===== src/rtl/dds_voice_envelope_ctrl.sv =====
// Per-voice note controller for one DDS oscillator: valid/ready event intake,
// tick-driven ADSR volume envelope, frequency word latch and phase-restart pulse.
module dds_voice_envelope_ctrl #(
  parameter int PHASE_WIDTH = 32,
  parameter int RATE_DIV    = 48000
) (
  input  logic                   clk,
  input  logic                   rst_active_low,
  input  logic                   evt_valid,
  output logic                   evt_ready,
  input  logic                   evt_type,
  input  logic [PHASE_WIDTH-1:0] evt_freq_word,
  input  logic [5:0]             evt_peak_vol,
  input  logic [5:0]             evt_sustain_vol,
  input  logic [5:0]             attack_rate,
  input  logic [5:0]             decay_rate,
  input  logic [5:0]             release_rate,
  output logic [PHASE_WIDTH-1:0] freq_word,
  output logic [5:0]             vol,
  output logic                   dds_rst_active_high,
  output logic                   busy,
  output logic [2:0]             env_state
);

  localparam int CW = (RATE_DIV > 2) ? $clog2(RATE_DIV) : 1;

  typedef enum logic [2:0] {
    IDLE    = 3'd0,
    ATTACK  = 3'd1,
    DECAY   = 3'd2,
    SUSTAIN = 3'd3,
    RELEASE = 3'd4
  } state_t;

  state_t                 state_q;
  logic [CW-1:0]          cnt_q;
  logic                   evt_ready_q;
  logic                   dds_rst_q;
  logic [PHASE_WIDTH-1:0] freq_q;
  logic [5:0]             vol_q;
  logic [5:0]             peak_q;
  logic [5:0]             sus_q;

  logic                   tick;
  logic                   accept;
  logic [6:0]             atk_sum_d;
  logic [5:0]             atk_vol_d;
  logic [6:0]             dec_step_d;
  logic [5:0]             dec_vol_d;
  logic [6:0]             rel_step_d;
  logic [5:0]             rel_vol_d;

  // A zero rate means "jump in one tick", i.e. the full-scale step.
  function automatic logic [6:0] rate_step(input logic [5:0] r);
    return (r == 6'd0) ? 7'd63 : {1'b0, r};
  endfunction

  assign tick   = (cnt_q == CW'(RATE_DIV - 1));
  assign accept = evt_valid && evt_ready_q;

  // Saturating 7-bit candidates for each envelope phase.
  always_comb begin
    atk_sum_d  = {1'b0, vol_q} + rate_step(attack_rate);
    atk_vol_d  = peak_q;
    dec_step_d = rate_step(decay_rate);
    dec_vol_d  = sus_q;
    rel_step_d = rate_step(release_rate);
    rel_vol_d  = 6'd0;
    if (atk_sum_d < {1'b0, peak_q}) atk_vol_d = atk_sum_d[5:0];
    if ({1'b0, vol_q} >= ({1'b0, sus_q} + dec_step_d)) dec_vol_d = vol_q - dec_step_d[5:0];
    if ({1'b0, vol_q} >= rel_step_d) rel_vol_d = vol_q - rel_step_d[5:0];
  end

  always_ff @(posedge clk or negedge rst_active_low) begin
    if (!rst_active_low) begin
      state_q     <= IDLE;
      cnt_q       <= '0;
      evt_ready_q <= 1'b0;
      dds_rst_q   <= 1'b1;
      freq_q      <= '0;
      vol_q       <= 6'd0;
      peak_q      <= 6'd0;
      sus_q       <= 6'd0;
    end else begin
      cnt_q       <= tick ? '0 : cnt_q + CW'(1);
      evt_ready_q <= !accept;
      dds_rst_q   <= accept && evt_type && (state_q == IDLE);
      if (accept) begin
        // An accepted event pre-empts any envelope step due this cycle.
        if (evt_type) begin
          freq_q  <= evt_freq_word;
          peak_q  <= evt_peak_vol;
          sus_q   <= (evt_sustain_vol < evt_peak_vol) ? evt_sustain_vol : evt_peak_vol;
          state_q <= ATTACK;
        end else if (state_q == ATTACK || state_q == DECAY || state_q == SUSTAIN) begin
          state_q <= RELEASE;
        end
      end else if (tick) begin
        case (state_q)
          ATTACK: begin
            vol_q <= atk_vol_d;
            if (atk_vol_d == peak_q) state_q <= DECAY;
          end
          DECAY: begin
            vol_q <= dec_vol_d;
            if (dec_vol_d == sus_q) state_q <= SUSTAIN;
          end
          RELEASE: begin
            vol_q <= rel_vol_d;
            if (rel_vol_d == 6'd0) state_q <= IDLE;
          end
          IDLE:    vol_q <= 6'd0;
          default: ;
        endcase
      end
    end
  end

  assign evt_ready           = evt_ready_q;
  assign freq_word           = freq_q;
  assign vol                 = vol_q;
  assign dds_rst_active_high = dds_rst_q;
  assign busy                = (state_q != IDLE);
  assign env_state           = state_q;

endmodule


===== config.mk =====
export PLATFORM = sky130hd
export DESIGN_NAME = dds_voice_envelope_ctrl
export DESIGN_NICKNAME = d
export VERILOG_FILES = /design/src/rtl/dds_voice_envelope_ctrl.sv
export SDC_FILE = /design/constraint.sdc
export NUM_CORES = 1
export LEC_CHECK = 0
export ABC_CLOCK_PERIOD_IN_PS = 9480
export CORE_ASPECT_RATIO = 0.5
export CORE_MARGIN = 8
export CORE_UTILIZATION = 45
export DETAILED_ROUTE_END_ITERATION = 8
export GPL_TIMING_DRIVEN = 1
export PLACE_DENSITY = 0.73
export SYNTH_ARGS = -nofsm -noshare
export SYNTH_HDL_FRONTEND = slang
export SYNTH_SLANG_ARGS = --single-unit

===== constraint.sdc =====
create_clock -name clk -period 9.48 [get_ports clk]
set_input_delay 2.37 -clock clk [delete_from_list [all_inputs] [get_ports clk]]
set_output_delay 2.37 -clock clk [all_outputs]
set_load 0.01 [all_outputs]

==> flow_metrics.env, run 1 <==
# flow metrics
export IMPL_cts_tree="done"
export IMPL_rsz0062_at_grt="false"
export IMPL_die_h_um=89.33
export IMPL_p_leak_nw=2.819
export IMPL_mux_share_pct=11.30
export IMPL_fp_utilization_pct=46.78
export IMPL_antenna_found_initial=0
export IMPL_r2r_end="env_state[0]"
export IMPL_synthToLayoutAreaGrowth_pct=31.10
export IMPL_clock_path_buffers=2
export IMPL_simple_gate_area_share_pct=15.87
export IMPL_ir_drop_mv=0.1167
export IMPL_ys_sh_aoi_pct=13.93
export IMPL_skew_ns=0.008729
export IMPL_synth_cells_yosys=509
export IMPL_port_buffers=109
export IMPL_crit_end="env_state[0]"
export IMPL_hold_viol=0
export IMPL_slew_viol_final=0
export IMPL_reg2reg_slack_ns=5.85
export IMPL_period_used_pct=63.84
export IMPL_hpwlAfterDp_um=9574
export IMPL_syn_area_mm2=0.004840
export IMPL_dieArea_mm2=0.01453
export IMPL_ctsResizeCount=0
export IMPL_worstPathMaxFanout=8
export IMPL_common_cells="dfrtp_1, nor2_1, ha_1"
export IMPL_grt_ovfl_total=0
export IMPL_xor_area_share_pct=6.334
export IMPL_min_path_type="reg2reg"
export IMPL_warnings=27
export IMPL_max_cap_viol_count=0
export IMPL_cts_buffers=9
export IMPL_grt_max_degree=72
export IMPL_status="finished, final reports clean"
export IMPL_crit_path_start_kind="input pin"
export IMPL_cts_max_level=3
export IMPL_drive_gt1_share_pct=11.17
export IMPL_cp_num_buf_inv=1
export IMPL_clk_latency_ns=0.33
export IMPL_synthFlopType="dfrtp_1"
## run 1: cell families after synthesis
group                      after synthesis
and+or+nand+nor                        153
AOI/OAI and AO/OA                      109
DFF                                     71
muxes                                   50
buffers and inverters                   46
adders and majority gates               45
xor gates and xnor gates                35
## run 1: state kept, by name (all words and copies together), names as in the netlist
signal and count:
cnt_q 16, dds_rst_active_high 1, env_state 3, evt_ready 1, freq_word 32, peak_q 6, sus_q 6, vol 6
## run 1: metal layers
| layer | wire, um | global-route usage [%] |
|---|---|---|
| met1 | 5374 | 21.09 |
| met3 | 1169 | 6.985 |
| met2 | 5600 | 29.34 |
| met4 | 171 | 5.207 |
| met5 | 0 | 0 |
## run 1: final cells by class
cell class	count	share of cell area, %
multi-input cells	392	45.61
flip-flops and latches	71	28.02
repair buffers	110	17.27
clock buffers	11	3.983
well taps	140	2.761
inverters	29	1.716
clock inverters	5	0.6310
## run 1: report_power, final
part	switching, W	internal, W	leakage (nW)	total (W)
logic	0.000152	0.000184	1.81	0.000335
clock network	0.000131	0.000193	0.134	0.000324
registers	0.0000458	0.000345	0.877	0.000390
## run 1: placed cells by master, fill, tap and decap left out, types with 6 or more instances in the layout
master	instances
dfrtp_1	70
xnor2_1	16
or2_2	9
clkbuf_16	9
clkdlybuf4s50_1	108
a31oi_1	6
nor3_1	7
mux2_2	37
a21oi_1	30
nand3_1	9
mux2i_1	13
xor2_1	19
o21ai_0	27
ha_1	41
o22ai_1	7
nand2b_1	13
a21o_1	9
nor2_1	46
nand2_1	33
inv_1	29
## run 1: metrics by stage
stage	setup slack [ns]	utilization, %	std cells
5_1_grt	2.963	61.33	758
2_1_floorplan	3.925	-	509
3_3_place_gp	3.316	58.50	742
4_1_cts	3.467	61.33	758
3_5_place_dp	3.114	58.50	742
6_report	3.428	61.33	758
==> run_1/placement.png <==
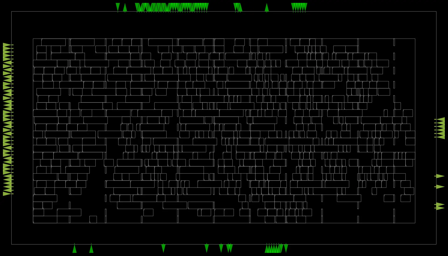
area of the core: 0.01034 mm2
flop count: 71
cell row count: 26
filler instances: 873

==> run_1/power_grid.png <==
Pins as bars on the die edge. Tap cells in gray.
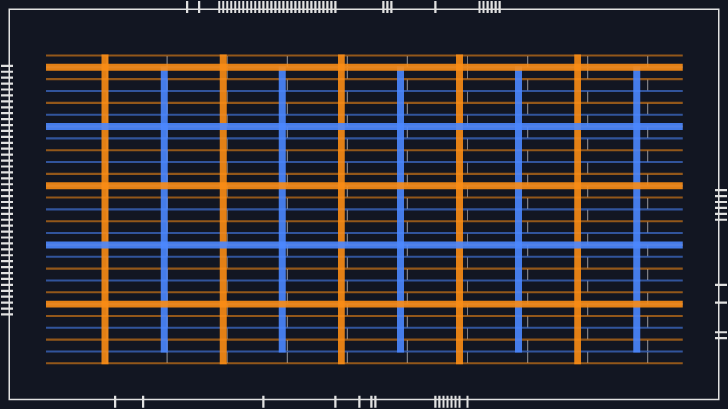
color	net
blue	VDD
orange	VSS
met4 straps	10
tap cells	140
met1 rails	27
met5 straps	5
rows	26

==> run_1/layer_met2.png <==
Bar = 50 um.
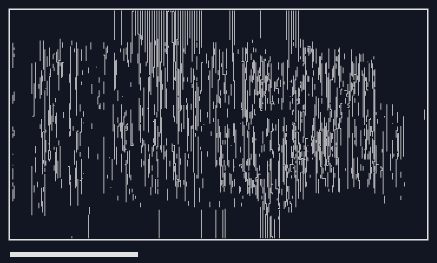
longest straight run	40.5 um
nets with wire on the layer	604
share of all routed wire	45%

==> run_1/clk_routes.png <==
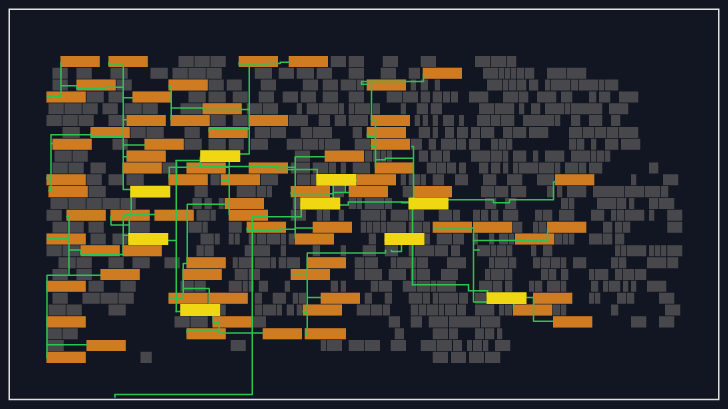

==> inputs of run 2 (changes only) <==
Settings changed: ABC_CLOCK_PERIOD_IN_PS 9480 to 5380, PLACE_DENSITY 0.73 to 0.76.
Clock period 9.48 ns to 5.38 ns, I/O delays scaled along.
==> run_2/clk_routes.png <==
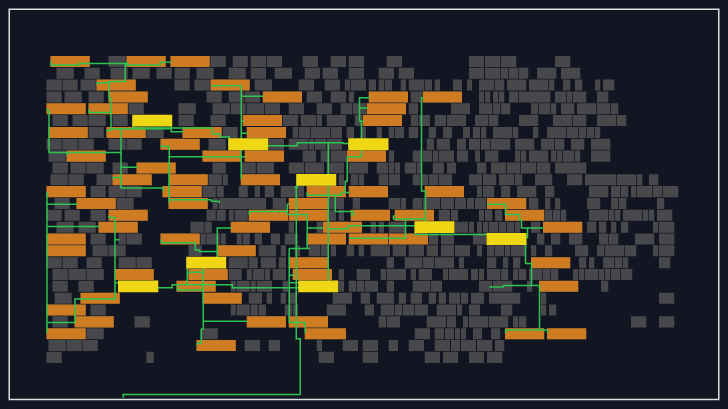
[green] clock wires | length: 916 um
[yellow] clock drivers | count: 9
[orange] flip-flops | count: 71
routed clock nets	10

==> run_2/placement_by_type.png <==
Bar = 50 um. Fill, decap, tap and diode cells in gray.
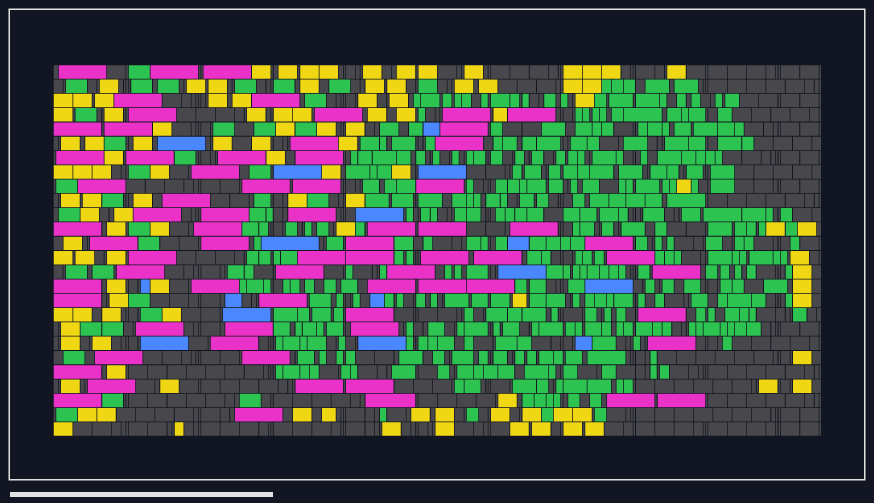
color	class	cells	share of their area
magenta	flops	71	29%
yellow	other buffers and delay cells	113	18%
green	combinational and other logic	421	48%
blue	clock drivers and dummy loads	16	4.9%

==> flow_metrics.env, run 2 <==
# flow metrics
export IMPL_hpwlAfterDp_um=9637
export IMPL_drive_gt1_share_pct=11.59
export IMPL_min_path_type="reg2reg"
export IMPL_p_int_w=0.001300
export IMPL_p_seq_share_pct=36.3
export IMPL_grt_ovfl_total=0
export IMPL_clock_path_buffers=2
export IMPL_core_area_mm2=0.01034
export IMPL_cts_tree="done"
export IMPL_top_layer="met4"
export IMPL_hold_viol=0
export IMPL_synth_cells_yosys=509
export IMPL_rsz0062_at_grt="false"
export IMPL_crit_path_start_kind="input pin"
export IMPL_wl_met2_um=5815
export IMPL_grtUsageMet1_pct=20.66
export IMPL_status="finished, final reports clean"
export IMPL_max_cap_viol_count=0
export IMPL_grt_busiest_layer="met2"
export IMPL_power_clock_w=0.000604
export IMPL_worstPathMaxFanout=6
export IMPL_lay_top_cells="clkdlybuf4s50_1, dfrtp_1, nor2_1"
export IMPL_rows=26
export IMPL_p_leak_nw=2.846
export IMPL_skew_ns=0.01020
export IMPL_synthFlopType="dfrtp_1"
export IMPL_syn_area_mm2=0.004840
export IMPL_drt_met1_wl_um=5483
export IMPL_cts_buffers=9
export IMPL_powerComb_w=0.000604
export IMPL_port_buffers=109
export IMPL_power_sequential_w=0.000688
export IMPL_final_core_util_pct=61.65
export IMPL_clk_latency_ns=0.34
export IMPL_pwr_share_clk_pct=31.8
export IMPL_warnings=27
export IMPL_swShare_pct=31.46
export IMPL_cts_max_level=3
export IMPL_final_common_cell="clkdlybuf4s50_1"
==> run_2/layer_met2.png <==
Bar = 50 um.
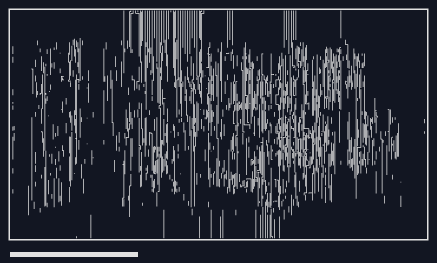
longest straight run	48.6 um
nets with wire on the layer	630
wire length on this layer	5820 um
main direction	vertical

==> run 2: worst paths after layout <==
path                       depth (start not counted)            from             endpoint  slack (ns)
max                                               16  attack_rate[5]         env_state[0]        0.53
min                                                1        cnt_q[4]             cnt_q[4]        0.47
min in group asynchronous                          1  rst_active_low             cnt_q[6]        1.15
max reg2reg                                       12          vol[1]         env_state[0]        1.94
max in group asynchronous                          2  rst_active_low  dds_rst_active_high        3.27
min reg2reg                                        1        cnt_q[4]             cnt_q[4]        0.47
==> run 2: critical path, stage by stage <==
cell             delay, ns
clkdlybuf4s50_1       0.41
nor4_1                0.27
nand2_1               0.18
nand2b_1              0.16
ha_1                  0.25
a211oi_1              0.30
o21bai_1              0.12
a21oi_1               0.20
xnor2_1               0.20
ha_1                  0.30
a211oi_1              0.21
o221ai_1              0.21
or4_1                 0.45
a31oi_1               0.21
o21ai_0               0.11
a2bb2oi_1             0.17
==> run 2: metrics by stage <==
step,cells,cell area (um2),power (W),setup WS (ns),hold WS [ns]
after CTS,761,6377,0.001909,0.5878,0.4720
after detailed placement,745,6072,0.001293,0.2595,0.4520
after global routing,761,6377,0.002005,0.2256,0.4879
final,761,6377,0.001896,0.5252,0.4679
after global placement,745,6072,0.001281,0.3640,0.4394
after floorplan,509,4840,0.001012,0.8505,0.4245
==> run 2: cells by family after synthesis <==
family          synth area share [%]
compound gates                 13.93
xor+xnor                       6.334
simple gates                   15.87
mux                            11.30
fa+ha+maj                      12.25
buf+inv                        3.568
flops                          36.74
==> run 2: cell type report <==
cell class              count  area (um2)  share of cell area (%)
repair buffers            113        1116                   17.50
clock inverters             7       80.08                   1.256
clock buffers               9       225.2                   3.531
inverters                  29       108.9                   1.707
multi-input cells         392        2894                   45.38
flip-flops and latches     71        1778                   27.88
well taps                 140       175.2                   2.747
Power and IR drop assume default switching activity.
